File: config.mk
export PLATFORM = sky130hd
export DESIGN_NAME = sel_index_encoder_flat
export DESIGN_NICKNAME = d
export VERILOG_FILES = /design/src/rtl/sel_index_encoder_pkg.sv /design/src/rtl/sel_index_encoder_if.sv /design/src/rtl/sel_index_encoder_lsb.sv /design/src/rtl/sel_index_encoder.sv /design/src/flat_wrapper.sv
export SDC_FILE = /design/constraint.sdc
export NUM_CORES = 1
export LEC_CHECK = 0
export CORE_MARGIN = 5
export CORE_UTILIZATION = 45
export CTS_CLUSTER_DIAMETER = 120
export DETAILED_ROUTE_END_ITERATION = 8
export HOLD_SLACK_MARGIN = 0.15
export MAX_ROUTING_LAYER = met4
export PLACE_DENSITY_LB_ADDON = 0.12
export SYNTH_ARGS = -nofsm -noshare
export SYNTH_HDL_FRONTEND = slang
export SYNTH_SLANG_ARGS = --single-unit
export TNS_END_PERCENT = 20
File: constraint.sdc
create_clock -name clk -period 10 [get_ports clk]
set_clock_uncertainty 0.05 [all_clocks]
set_input_delay 1.5 -clock clk [delete_from_list [all_inputs] [get_ports clk]]
set_output_delay 1.5 -clock clk [all_outputs]
set_load 0.005 [all_outputs]
File: src/rtl/sel_index_encoder_pkg.sv
// Shared select-path constants and types.
// Imported by the encoder and by the lane mux side.
package bitsim_pkg;

  localparam int NUM_LANE = 16;
  localparam int SEL_WIDTH = $clog2(NUM_LANE) + 1;

  // Code NUM_LANE makes the 17-to-1 mux drive zero.
  localparam logic [SEL_WIDTH-1:0] SEL_ZERO =
    SEL_WIDTH'(NUM_LANE);

  typedef enum logic {
    IDLE,
    EMIT
  } sel_enc_state_t;

endpackage

File: src/rtl/sel_index_encoder_if.sv
// Mask-in / select-out handshake bundle.
// slave is the encoder, master is its environment.
interface sel_index_encoder_if;
  import bitsim_pkg::*;

  logic                 in_valid;
  logic                 in_ready;
  logic [NUM_LANE-1:0]  in_mask;
  logic                 out_valid;
  logic                 out_ready;
  logic [SEL_WIDTH-1:0] out_sel;
  logic                 out_last;
  logic [SEL_WIDTH-1:0] out_count;

  modport master (
    output in_valid,
    output in_mask,
    output out_ready,
    input  in_ready,
    input  out_valid,
    input  out_sel,
    input  out_last,
    input  out_count
  );

  modport slave (
    input  in_valid,
    input  in_mask,
    input  out_ready,
    output in_ready,
    output out_valid,
    output out_sel,
    output out_last,
    output out_count
  );

endinterface

File: src/rtl/sel_index_encoder_lsb.sv
// Lowest-set-bit priority encoder for a lane mask.
// An empty mask yields the zero code.
module lowest_set_bit_encoder
  import bitsim_pkg::*;
(
  input  logic [NUM_LANE-1:0]  mask,
  output logic [SEL_WIDTH-1:0] idx,
  output logic                 any,
  output logic                 one_hot_or_zero
);

  // Scan high to low so the lowest set lane wins.
  always_comb begin
    idx = SEL_ZERO;
    for (int i = NUM_LANE - 1; i >= 0; i--) begin
      if (mask[i]) idx = SEL_WIDTH'(i);
    end
  end

  assign any = |mask;

  assign one_hot_or_zero =
    ((mask & (mask - NUM_LANE'(1))) == '0);

endmodule

File: src/rtl/sel_index_encoder.sv
// Turns a lane mask into ascending select codes,
// one per output handshake, for the lane mux array.
module sel_index_encoder
  import bitsim_pkg::*;
(
  input  logic                clk,
  input  logic                rst_n,
  input  logic                clear,
  sel_index_encoder_if.slave  bus
);

  sel_enc_state_t       state_q, state_d;
  logic [NUM_LANE-1:0]  rem_q, rem_d;
  logic [SEL_WIDTH-1:0] sel_q, sel_d;
  logic                 last_q, last_d;
  logic [SEL_WIDTH-1:0] cnt_q, cnt_d;

  logic                 fire;
  logic                 fire_last;
  logic                 in_rdy;
  logic                 accept;
  logic                 do_step;
  logic                 do_done;
  logic [NUM_LANE-1:0]  enc_mask;
  logic [SEL_WIDTH-1:0] enc_idx;
  logic                 enc_any;
  logic                 enc_one;
  logic [SEL_WIDTH-1:0] pop;

  assign fire = (state_q == EMIT) && bus.out_ready;
  assign fire_last = fire && last_q;

  // Ready is combinational from out_ready so the
  // next mask loads on the last beat with no bubble.
  assign in_rdy = !clear &&
    ((state_q == IDLE) || fire_last);
  assign accept = bus.in_valid && in_rdy;

  assign do_step = fire && !last_q && !clear;
  assign do_done = fire_last && !accept && !clear;

  // One encoder serves both a fresh load and a step.
  assign enc_mask = accept ? bus.in_mask : rem_q;

  lowest_set_bit_encoder u_lsb (
    .mask            (enc_mask),
    .idx             (enc_idx),
    .any             (enc_any),
    .one_hot_or_zero (enc_one)
  );

  // Population count of the incoming mask.
  always_comb begin
    pop = '0;
    for (int i = 0; i < NUM_LANE; i++) begin
      pop = pop + SEL_WIDTH'(bus.in_mask[i]);
    end
  end

  // Next state and next output registers.
  always_comb begin
    state_d = state_q;
    rem_d   = rem_q;
    sel_d   = sel_q;
    last_d  = last_q;
    cnt_d   = cnt_q;
    unique case (1'b1)
      clear: begin
        state_d = IDLE;
        rem_d   = '0;
        sel_d   = SEL_ZERO;
        last_d  = 1'b0;
        cnt_d   = '0;
      end
      accept: begin
        state_d = EMIT;
        rem_d   = bus.in_mask &
                  (bus.in_mask - NUM_LANE'(1));
        sel_d   = enc_idx;
        last_d  = enc_one;
        cnt_d   = enc_any ? pop : SEL_WIDTH'(1);
      end
      do_step: begin
        rem_d  = rem_q & (rem_q - NUM_LANE'(1));
        sel_d  = enc_idx;
        last_d = enc_one;
      end
      do_done: begin
        state_d = IDLE;
      end
      default: ;
    endcase
  end

  // State and output registers, synchronous reset.
  always_ff @(posedge clk) begin
    if (!rst_n) begin
      state_q <= IDLE;
      rem_q   <= '0;
      sel_q   <= SEL_ZERO;
      last_q  <= 1'b0;
      cnt_q   <= '0;
    end else begin
      state_q <= state_d;
      rem_q   <= rem_d;
      sel_q   <= sel_d;
      last_q  <= last_d;
      cnt_q   <= cnt_d;
    end
  end

  assign bus.in_ready  = in_rdy;
  assign bus.out_valid = (state_q == EMIT);
  assign bus.out_sel   = sel_q;
  assign bus.out_last  = last_q;
  assign bus.out_count = cnt_q;

endmodule

File: src/flat_wrapper.sv
// flat-port wrapper written by rule: the top's interface ports become plain ports
module sel_index_encoder_flat import bitsim_pkg::*;
  (clk, rst_n, clear, bus_in_valid, bus_in_mask, bus_out_ready, bus_in_ready, bus_out_valid, bus_out_sel, bus_out_last, bus_out_count);
  sel_index_encoder_if bus_i ();
  input  logic clk;
  input  logic rst_n;
  input  logic clear;
  input wire logic [$bits(bus_i.in_valid)-1:0] bus_in_valid;
  input wire logic [$bits(bus_i.in_mask)-1:0] bus_in_mask;
  input wire logic [$bits(bus_i.out_ready)-1:0] bus_out_ready;
  output wire logic [$bits(bus_i.in_ready)-1:0] bus_in_ready;
  output wire logic [$bits(bus_i.out_valid)-1:0] bus_out_valid;
  output wire logic [$bits(bus_i.out_sel)-1:0] bus_out_sel;
  output wire logic [$bits(bus_i.out_last)-1:0] bus_out_last;
  output wire logic [$bits(bus_i.out_count)-1:0] bus_out_count;
  assign bus_i.in_valid = bus_in_valid;
  assign bus_i.in_mask = bus_in_mask;
  assign bus_i.out_ready = bus_out_ready;
  assign bus_in_ready = bus_i.in_ready;
  assign bus_out_valid = bus_i.out_valid;
  assign bus_out_sel = bus_i.out_sel;
  assign bus_out_last = bus_i.out_last;
  assign bus_out_count = bus_i.out_count;
  sel_index_encoder u_core (.clk(clk), .rst_n(rst_n), .clear(clear), .bus(bus_i));
endmodule
### Power grid, run 1

Scale: 6 px per um. Pins as bars on the die edge. Tap cells in grey.
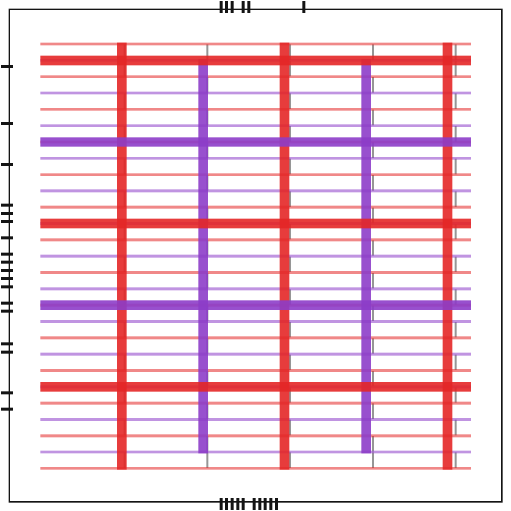
colour	net
red	VSS
purple	VDD
tap cells	70
rows	26
met1 rails	27
met5 straps	5
met4 straps	5

### Placement by cell class, run 1

Scale: 6 px per um. Fill, decap, tap and diode cells in grey.
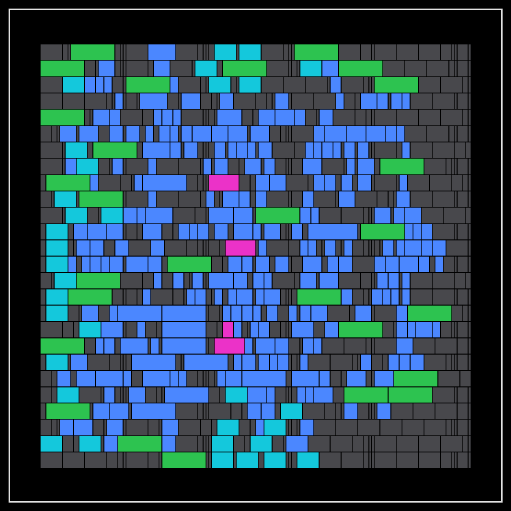
colour	class	cells	share of their area
green	flops	27	21%
blue	all other logic	262	65%
cyan	other buffers and delay cells	33	13%
magenta	clock drivers and dummy loads	4	1.8%
# rows: 26
placeable core region: 5075 um^2

### Clock network drawn from the DEF, run 1

Scale: 4 px per um.
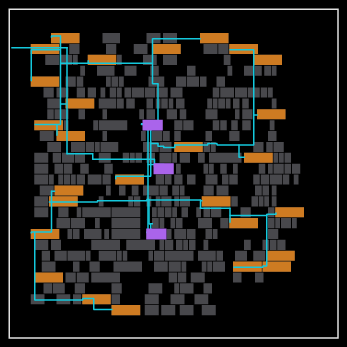
[orange] flip-flops | count: 27
[purple] cells driving clock nets | count: 3
[cyan] clock wires | length: 452 um
flops lie	widely spread
routed clock nets	4
power in the clock group: 68.7 uW
Insertion Delay late pin: 290 ps
share of power burned in the clock network: 21.0%

==> job_summary.md, run 1 <==
### Metrics collected by this job

| Metric | Value |
|---|---|
| Share of total power in combinational logic | 42.4% |
| Clk Tree Root Cell | sky130_fd_sc_hd__clkbuf_8 |
| Tally of non-filler cells in the final layout | 396 |
| Worst slew margin relative to its limit | 31.98% |
| Number of buffers added to fix hold violations after cts | 0 |
| Ranking of synthesized cells by area | sky130_fd_sc_hd__dfxtp_1 (23%), sky130_fd_sc_hd__fa_1 (8.6%), sky130_fd_sc_hd__o21ai_0 (5.2%) |
| Area of all placed cells without fillers | 2714 um^2 |
| Number of warnings issued by yosys | 0 |
| Outcome | completed |
| Post-layout total power | 326.6 uW |
| Max Slew Vio Count | 0 |
| Flop pwr share | 36.6% |
| Final setup violation count | 0 |
| Dominant cell by count in the synthesized netlist | sky130_fd_sc_hd__inv_1 |
| Net Sw Power | 120.0 uW |
| Detail-routed via count per cell | 6.061 |
| I/O pin count | 34 |
| Critical Setup Path Class | input port to flop |
| Total die size | 6697 um^2 |
| Most Frequent Cell on Critical Path | sky130_fd_sc_hd__fa_1 |
| Antenna violations before repair | 0 |
| Number of hold violations in the final report | 0 |
| Total routing usage reported by global routing | 22.41% |
| Ordered cell list for the critical path | clkdlybuf4s50_1 -> inv_1 -> ha_1 -> inv_1 -> fa_1 -> fa_1 -> fa_1 -> fa_1 -> inv_1 -> fa_1 -> fa_1 -> a21o_1 -> a32oi_1 -> nor2b_1 |
| Cell count after synthesis | 307 |
| Total cell area reported by yosys after synthesis | 2322 um^2 |
| Flops & latches, synth | 27 |
| Wirelength per Cell | 17.12 um |
| Launching element type of the critical path | input port |
| CTS tree | built |
| Highest-delay cell along the critical path | sky130_fd_sc_hd__clkdlybuf4s50_1 |
| Static leakage | 1.017 nW |
| Dpl cells | 392 |
| Share of Yosys cell area claimed by the top area cell type | 23.28% |
| Leading cell type in the layout, fill and taps excluded | sky130_fd_sc_hd__clkdlybuf4s50_1 |
| Quantity of I/O buffers inserted on ports | 33 |
| Most frequent cells in the layout | sky130_fd_sc_hd__clkdlybuf4s50_1 (33), sky130_fd_sc_hd__inv_1 (28), sky130_fd_sc_hd__dfxtp_1 (27) |
| Clock buffers created by TritonCTS | 3 |
| Final weighted congestion in routability-driven placement | 0.9086 |
| Switching part of the total | 36.75% |
| Timing-limited maximum frequency | 175.9 MHz |
| Final Critical Period | 5684 ps |
| Post-DP HPWL | 5018 um |
| CTS H-Tree Depth | 1 |
| Number of DRC violations after detailed routing | 0 |
| Most used DFF post-synth | sky130_fd_sc_hd__dfxtp_1 |
| Pin count of the biggest net entering global routing | 30 |
| Number of standard cells reported by yosys | 307 |
-- run 1: how the worst min path moves through the flow --
stage,end,slack (ps),cells past startpoint
2_1_floorplan,u_core.bus.out_sel[1],400,2
3_3_place_gp,u_core.bus.out_sel[1],400,2
3_5_place_dp,u_core.bus.out_sel[1],400,2
4_1_cts,u_core.bus.out_sel[1],420,2
5_1_grt,u_core.bus.out_sel[2],480,2
6_report,u_core.bus.out_sel[1],430,2
-- run 1: state kept, by name, summed over array words and instances (netlist names) --
signal	flops
u_core.bus.out_valid	1
u_core.bus.out_count	5
u_core.bus.out_sel	5
u_core.bus.out_last	1
u_core.rem_q	15
-- run 1: critical path: cells and delay by family --
kind	cells	cell delay, ps
adders and majority gates	7	3020
buffers and inverters	4	880
AOI/OAI and AO/OA	2	370
and+or+nand+nor	1	60
-- run 1: logic make-up after synthesis --
family	count (synthesis)	synth area share, %
adders and majority gates	19	13.36
DFF	27	23.28
AOI/OAI and AO/OA	104	29.69
and+or+nand+nor	107	23.81
xor gates and xnor gates	2	0.7544
buffers and inverters	46	7.650
muxes	2	1.455
-- run 1: final cells by class --
class | instances | area, um^2
Clock inverter | 1 | 5.005
Sequential cell | 27 | 540.5
Inverter | 28 | 105.1
Tap cell | 70 | 87.58
Timing Repair Buffer | 33 | 330.3
Multi-Input combinational cell | 234 | 1604
Clock buffer | 3 | 41.29
Fill cell | 525 | 2361
-- run 1: metal layers --
layer  global-route usage (%)  wire length [um]  vias to the layer above  part of all wire (%)
met5                        -                 0                        -                     0
met3                    2.741               447                       13                   6.6
li1                         -                 -                     1160                     -
met2                    33.12              3085                      113                    46
met1                    32.10              3131                     1114                    46
met4                    6.312               114                        0                   1.7
-- run 1: power by group through the flow --
stage	sequential [mW]	clock (mW)	combinational, mW
final	0.119	0.0687	0.138
after global placement	0.122	0	0.139
after detailed placement	0.121	0	0.138
after floorplan	0.119	0	0.0978
after global routing	0.120	0.0755	0.159
after CTS	0.119	0.0710	0.140
==> run 2, diff against run 1 <==
==> constraint.sdc (replaced) <==
create_clock -name clk -period 5.09 [get_ports clk]
set_clock_uncertainty 0.05 [all_clocks]
set_input_delay 0.7635 -clock clk [delete_from_list [all_inputs] [get_ports clk]]
set_output_delay 0.7635 -clock clk [all_outputs]
set_load 0.005 [all_outputs]
### Placement by cell class, run 2

Scale: 6 px per um. Fill, decap, tap and diode cells in grey.
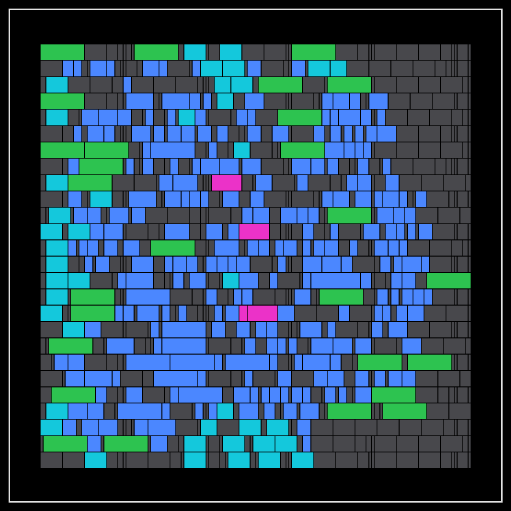
colour	class	cells	share of their area
green	flops	27	20%
cyan	other buffers and delay cells	41	15%
blue	all other logic	262	64%
magenta	clock drivers and dummy loads	4	1.7%

==> run 2 against run 1 <==
Net effect:
- cell count increased by 2.0%
- first-iteration DRC count rose by 32%
- worst setup slack lost 4000 ps
- sequential share of layout area fell by 0.42 points
- non-clock buffer count rose by 8
- register-to-register slack worse by 4700 ps
- global-route usage grew 0.087 points
- critical path depth is the same
- combinational power is 100% higher
- core utilization is 1.2 points higher
- via count down 2.5%
- critical path type unchanged
- largest power group unchanged
- highest routed layer unchanged
==> job_summary.md, run 2 <==
### Metrics collected by this job

| Metric | Value |
|---|---|
| Flop pwr share | 36.2% |
| Dominant cell by count in the synthesized netlist | sky130_fd_sc_hd__inv_1 |
| Number of warnings issued by yosys | 0 |
| Flip-flop count of the largest register, all copies and words added | 15 |
| Placeable core region | 5075 um^2 |
| Cell count after synthesis | 307 |
| Leading cell type in the layout, fill and taps excluded | sky130_fd_sc_hd__clkdlybuf4s50_1 |
| Most used DFF post-synth | sky130_fd_sc_hd__dfxtp_1 |
| Register area | 540.5 um^2 |
| Largest register by flop count | u_core.rem_q |
| CTS tree | built |
| Total cell area reported by yosys after synthesis | 2322 um^2 |
| CTS H-Tree Depth | 1 |
| Final weighted congestion in routability-driven placement | 0.8944 |
| Share of Yosys cell area claimed by the top area cell type | 23.28% |
| Timing-limited maximum frequency | 211.1 MHz |
| Number of standard cells reported by yosys | 307 |
| Highest-delay cell along the critical path | sky130_fd_sc_hd__fa_1 |
| Ranking of synthesized cells by area | sky130_fd_sc_hd__dfxtp_1 (23%), sky130_fd_sc_hd__fa_1 (8.6%), sky130_fd_sc_hd__o21ai_0 (5.2%) |
| # rows | 26 |
| Antenna violations before repair | 0 |
| Quantity of I/O buffers inserted on ports | 33 |
| Outcome | completed |
| Number of design-rule violations left by the first detailed-router iteration | 266 |
| Average size of a mapped cell | 7.564 um^2 |
| Final Critical Period | 4738 ps |
| I/O pin count | 34 |
| Number of DRC violations after detailed routing | 0 |
| Most Frequent Cell on Critical Path | sky130_fd_sc_hd__fa_1 |
| Worst slew margin relative to its limit | 39.97% |
| Max Slew Vio Count | 0 |
| Launching element type of the critical path | input port |
| Static leakage | 1.053 nW |
| Pin count of the biggest net entering global routing | 30 |
| Flops & latches, synth | 27 |
| Critical Setup Path Class | input port to flop |
| Most frequent cells in the layout | sky130_fd_sc_hd__clkdlybuf4s50_1 (33), sky130_fd_sc_hd__inv_1 (28), sky130_fd_sc_hd__dfxtp_1 (27) |
| Post-DP HPWL | 5171 um |
| Share of power burned in the clock network | 20.2% |
| Total die size | 6697 um^2 |
| Clk Tree Root Cell | sky130_fd_sc_hd__clkbuf_8 |
| Insertion Delay late pin | 280 ps |
| Net Sw Power | 233.2 uW |
| Share of total power in combinational logic | 43.6% |
| Final setup violation count | 0 |
[run 2: cell type report]
type | instances | area share, %
Inverter | 28 | 3.791
Multi-Input combinational cell | 234 | 57.85
Clock buffer | 4 | 1.625
Timing Repair Buffer | 41 | 14.08
Tap cell | 70 | 3.159
Sequential cell | 27 | 19.49
[run 2: critical path: cells and delay by family]
family,cells,cell delay (ps)
AND-OR/OR-AND,2,370
adder cells (fa/ha/maj),7,3010
buffers and inverters,4,660
AND/OR/NAND/NOR,1,60
[run 2: cell families (layout without fill, tap and decap cells)]
logic type	count (synthesis)	in the layout	share of synthesized area [%]
simple gates	107	107	23.81
fa+ha+maj	19	19	13.36
buf+inv	46	73	7.650
flops	27	27	23.28
mux	2	2	1.455
compound gates	104	104	29.69
xor+xnor	2	2	0.7544
[run 2: power by group through the flow]
| stage | clock (mW) | sequential, mW | combinational (mW) |
|---|---|---|---|
| 2_1_floorplan | 0 | 0.234 | 0.192 |
| 3_3_place_gp | 0 | 0.239 | 0.278 |
| 3_5_place_dp | 0 | 0.239 | 0.280 |
| 4_1_cts | 0.130 | 0.234 | 0.283 |
| 5_1_grt | 0.139 | 0.236 | 0.318 |
| 6_report | 0.130 | 0.234 | 0.281 |
[run 2: how the worst min path moves through the flow]
stage                     startpoint               endpoint  cells after the start
2_1_floorplan  u_core.bus.out_sel[1]  u_core.bus.out_sel[1]                      2
3_3_place_gp   u_core.bus.out_sel[1]  u_core.bus.out_sel[1]                      2
3_5_place_dp   u_core.bus.out_sel[1]  u_core.bus.out_sel[1]                      2
4_1_cts        u_core.bus.out_sel[1]  u_core.bus.out_sel[1]                      2
5_1_grt        u_core.bus.out_sel[1]  u_core.bus.out_sel[1]                      2
6_report       u_core.bus.out_sel[1]  u_core.bus.out_sel[1]                      2
[run 2: metrics by stage]
stage                     total power, mW  hold slack (ps)  instances  instance area, um^2  utilization (%)
after global placement             0.5171            397.0        400                 2728            53.75
after detailed placement           0.5181            398.8        400                 2728            53.75
after global routing               0.6929            435.7        404                 2773            54.64
after CTS                          0.6461            419.7        404                 2773            54.64
after floorplan                    0.4266            400.3        307                 2322                -
final                              0.6455            413.8        404                 2773            54.64
[run 2: per-layer routing]
| layer | up-vias | GRT usage (%) | share of wire, % |
|---|---|---|---|
| li1 | 1163 | - | - |
| met1 | 1093 | 32.09 | 48 |
| met2 | 72 | 33.68 | 46 |
| met3 | 11 | 2.961 | 4.0 |
| met4 | 0 | 5.482 | 1.7 |
| met5 | - | - | 0 |
Power is estimated from default activity; no workload was simulated.
